$ cat src/rtl/mips_mc_controller.sv
// rtl/mips_mc_controller.sv - Moore control FSM for the multicycle MIPS datapath.
// Optional macro MIPS_MC_JUMP_EN adds the JUMP state and PCSrc=10.
module mips_mc_controller #(
   parameter int ALUControl_WIDTH = 3,
   parameter int OP_WIDTH         = 6
) (
   input  logic                        clk,
   input  logic                        rst_n,
   input  logic [OP_WIDTH-1:0]         Op,
   input  logic [OP_WIDTH-1:0]         Funct,
   input  logic                        zero,
   output logic                        IorD,
   output logic                        MemWrite,
   output logic                        IRWrite,
   output logic                        RegDst,
   output logic                        MemtoReg,
   output logic                        RegWrite,
   output logic                        ALUSrcA,
   output logic [1:0]                  ALUSrcB,
   output logic [ALUControl_WIDTH-1:0] ALUControl,
   output logic [1:0]                  PCSrc,
   output logic                        PCEn,
   output logic [3:0]                  state_o
);

   typedef enum logic [3:0] {
      S_RST      = 4'd0,
      S_FETCH    = 4'd1,
      S_DECODE   = 4'd2,
      S_MEMADR   = 4'd3,
      S_MEMREAD  = 4'd4,
      S_MEMWB    = 4'd5,
      S_MEMWRITE = 4'd6,
      S_EXECUTE  = 4'd7,
      S_ALUWB    = 4'd8,
      S_BRANCH   = 4'd9,
      S_ADDIEX   = 4'd10,
      S_ADDIWB   = 4'd11,
      S_JUMP     = 4'd12
   } state_t;

   localparam logic [OP_WIDTH-1:0] OP_LW    = 6'b100011;
   localparam logic [OP_WIDTH-1:0] OP_SW    = 6'b101011;
   localparam logic [OP_WIDTH-1:0] OP_RTYPE = 6'b000000;
   localparam logic [OP_WIDTH-1:0] OP_BEQ   = 6'b000100;
   localparam logic [OP_WIDTH-1:0] OP_ADDI  = 6'b001000;
`ifdef MIPS_MC_JUMP_EN
   localparam logic [OP_WIDTH-1:0] OP_J     = 6'b000010;
`endif

   localparam logic [OP_WIDTH-1:0] F_ADD = 6'b100000;
   localparam logic [OP_WIDTH-1:0] F_SUB = 6'b100010;
   localparam logic [OP_WIDTH-1:0] F_AND = 6'b100100;
   localparam logic [OP_WIDTH-1:0] F_OR  = 6'b100101;
   localparam logic [OP_WIDTH-1:0] F_SLT = 6'b101010;

   localparam logic [ALUControl_WIDTH-1:0] ALU_ADD = 3'b010;
   localparam logic [ALUControl_WIDTH-1:0] ALU_SUB = 3'b110;
   localparam logic [ALUControl_WIDTH-1:0] ALU_AND = 3'b000;
   localparam logic [ALUControl_WIDTH-1:0] ALU_OR  = 3'b001;
   localparam logic [ALUControl_WIDTH-1:0] ALU_SLT = 3'b111;

   state_t state, state_next;
   logic   pc_write, branch, pc_src_lo;
`ifdef MIPS_MC_JUMP_EN
   logic   pc_src_hi;
`endif

   always_ff @(posedge clk or negedge rst_n) begin
      if (!rst_n) state <= S_RST;
      else        state <= state_next;
   end

   always_comb begin
      state_next = S_FETCH;
      IorD       = 1'b0;
      MemWrite   = 1'b0;
      IRWrite    = 1'b0;
      RegDst     = 1'b0;
      MemtoReg   = 1'b0;
      RegWrite   = 1'b0;
      ALUSrcA    = 1'b0;
      ALUSrcB    = 2'b00;
      ALUControl = '0;
      pc_src_lo  = 1'b0;
`ifdef MIPS_MC_JUMP_EN
      pc_src_hi  = 1'b0;
`endif
      pc_write   = 1'b0;
      branch     = 1'b0;
      case (state)
         S_RST: state_next = S_FETCH;
         S_FETCH: begin
            IRWrite    = 1'b1;
            ALUSrcB    = 2'b01;
            ALUControl = ALU_ADD;
            pc_write   = 1'b1;
            state_next = S_DECODE;
         end
         S_DECODE: begin
            // Speculatively compute the branch target into ALUOut
            ALUSrcB    = 2'b11;
            ALUControl = ALU_ADD;
            case (Op)
               OP_LW, OP_SW: state_next = S_MEMADR;
               OP_RTYPE:     state_next = S_EXECUTE;
               OP_BEQ:       state_next = S_BRANCH;
               OP_ADDI:      state_next = S_ADDIEX;
`ifdef MIPS_MC_JUMP_EN
               OP_J:         state_next = S_JUMP;
`endif
               default:      state_next = S_FETCH;
            endcase
         end
         S_MEMADR: begin
            ALUSrcA    = 1'b1;
            ALUSrcB    = 2'b10;
            ALUControl = ALU_ADD;
            state_next = (Op == OP_LW) ? S_MEMREAD : S_MEMWRITE;
         end
         S_MEMREAD: begin
            IorD       = 1'b1;
            state_next = S_MEMWB;
         end
         S_MEMWB: begin
            RegWrite   = 1'b1;
            MemtoReg   = 1'b1;
         end
         S_MEMWRITE: begin
            IorD       = 1'b1;
            MemWrite   = 1'b1;
         end
         S_EXECUTE: begin
            ALUSrcA    = 1'b1;
            state_next = S_ALUWB;
            case (Funct)
               F_ADD:   ALUControl = ALU_ADD;
               F_SUB:   ALUControl = ALU_SUB;
               F_AND:   ALUControl = ALU_AND;
               F_OR:    ALUControl = ALU_OR;
               F_SLT:   ALUControl = ALU_SLT;
               default: begin
                  ALUControl = ALU_ADD;
                  state_next = S_FETCH;
               end
            endcase
         end
         S_ALUWB: begin
            RegWrite   = 1'b1;
            RegDst     = 1'b1;
         end
         S_BRANCH: begin
            ALUSrcA    = 1'b1;
            ALUControl = ALU_SUB;
            pc_src_lo  = 1'b1;
            branch     = 1'b1;
         end
         S_ADDIEX: begin
            ALUSrcA    = 1'b1;
            ALUSrcB    = 2'b10;
            ALUControl = ALU_ADD;
            state_next = S_ADDIWB;
         end
         S_ADDIWB: RegWrite = 1'b1;
`ifdef MIPS_MC_JUMP_EN
         S_JUMP: begin
            pc_src_hi  = 1'b1;
            pc_write   = 1'b1;
         end
`endif
         default: state_next = S_FETCH;
      endcase
   end

`ifdef MIPS_MC_JUMP_EN
   assign PCSrc = {pc_src_hi, pc_src_lo};
`else
   assign PCSrc = {1'b0, pc_src_lo};
`endif

   assign PCEn    = pc_write | (branch & zero);
   assign state_o = state;

endmodule

$ cat config.mk
export PLATFORM = sky130hd
export DESIGN_NAME = mips_mc_controller
export DESIGN_NICKNAME = d
export VERILOG_FILES = /design/src/rtl/mips_mc_controller.sv
export SDC_FILE = /design/constraint.sdc
export NUM_CORES = 1
export LEC_CHECK = 0
export CAP_MARGIN = 10
export CORE_MARGIN = 10
export CORE_UTILIZATION = 38
export CTS_CLUSTER_SIZE = 25
export DETAILED_ROUTE_END_ITERATION = 6
export PLACE_DENSITY = 0.83
export SETUP_SLACK_MARGIN = 0.1
export SLEW_MARGIN = 20
export SYNTH_ARGS = -nofsm -noshare
export SYNTH_HDL_FRONTEND = slang
export SYNTH_SLANG_ARGS = --single-unit
$ cat constraint.sdc
create_clock -name clk -period 4.4 [get_ports clk]
set_clock_uncertainty 0.1 [all_clocks]
set_input_delay 1.32 -clock clk [delete_from_list [all_inputs] [get_ports clk]]
set_output_delay 1.32 -clock clk [all_outputs]
set_load 0.1 [all_outputs]
### Routed metal per tile

The die is cut into 12 by 12 equal tiles; dark blue is low, red is high, scaled to the fullest tile. Values are wire area over tile area, all layers added.
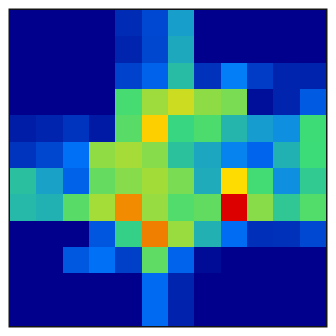
tiles over half the peak: 22%
emptiest ninth of the die: upper left
fullest tile: 0.39
nearly empty tiles: 38%
Routed WL: 1.79 mm
routed vias: 619
Overall Global Routing Usage: 11.4%
WL/cell: 16.0 um

### Cell placement

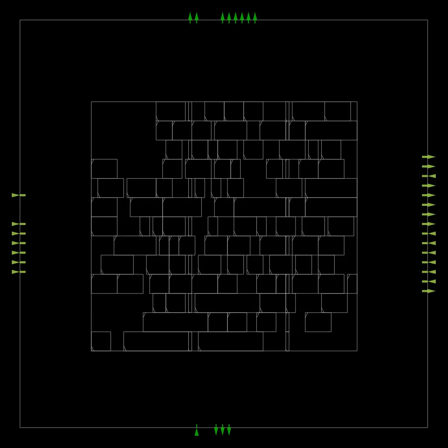
num tapcells: 15
flop count: 4
flop share of the area: 11.1%
core area: 0.00133 mm^2

### Placed cells, one color a class

Fill, decap, tap and diode cells in gray.
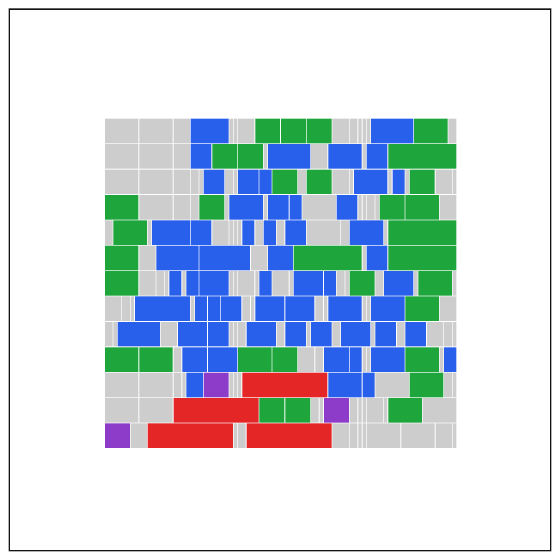
[flops] red | cells: 4 | share of their area: 11%
[combinational and other logic] blue | cells: 58 | share of their area: 49%
[clock drivers] purple | cells: 3 | share of their area: 2.5%
[other buffers and delay cells] green | cells: 32 | share of their area: 37%
num rows: 13
final core occ: 67.7%
Design Area, Final: 903 um^2

==> flow_summary.ini <==
; synthesis and place-and-route metrics
[status]
status = finished clean

[logic_synthesis]
common_cells = nor2_1, nand2b_1, buf_4
ys_seq_share_pct = 18.4
synthArstFlopShare_pct = 100
flop_cell = dfrtp_1
synth_area_leader_cell = dfrtp_1
ys_cells = 69
ys_sh_adder_pct = 0
synthAoiAreaFrac_pct = 26.0
syn_inst = 69
edf_count = 0

[cells_and_area]
most-common-layout-cells = clkdlybuf4s50_1, buf_4, nand2b_1, nor2_1
clock_buffers = 3
fillerInstances = 119
clk_share_pct = 2.49
final_cells = 112
comb_cells = 55

[routing]
wl_met2_um = 887
dr_wl_met3_um = 184
first_pass_iters = 4
remaining_drc_errors = 0
top_layer_used = met4
drt_iter0_drc = 10

[critical_path]
crit_fanout = 5
crit_path_end = ALUControl[2]
path_cells = clkdlybuf4s50_1 > or3b_2 > o22ai_2 > buf_12
startpoint = Funct[1]
timing.rr.start = state_o[0]
crit_cells = 4
critPathLaunchType = input pin

[sta]
tightest_slew_ns = 0.545
grt_setup_unrepaired = false
fin_hold_ws_ns = 0.671
slew_headroom_pct = 63.6

[hold_path]
hold-path-endpoint = state_o[2]
min_from = state_o[3]

[place]
gp_congestion = 0.818
place_inst = 109

[clock_tree]
numCtsBuffers = 3
cts_resized = 0

[global_route]
antenna_found_initial = 0
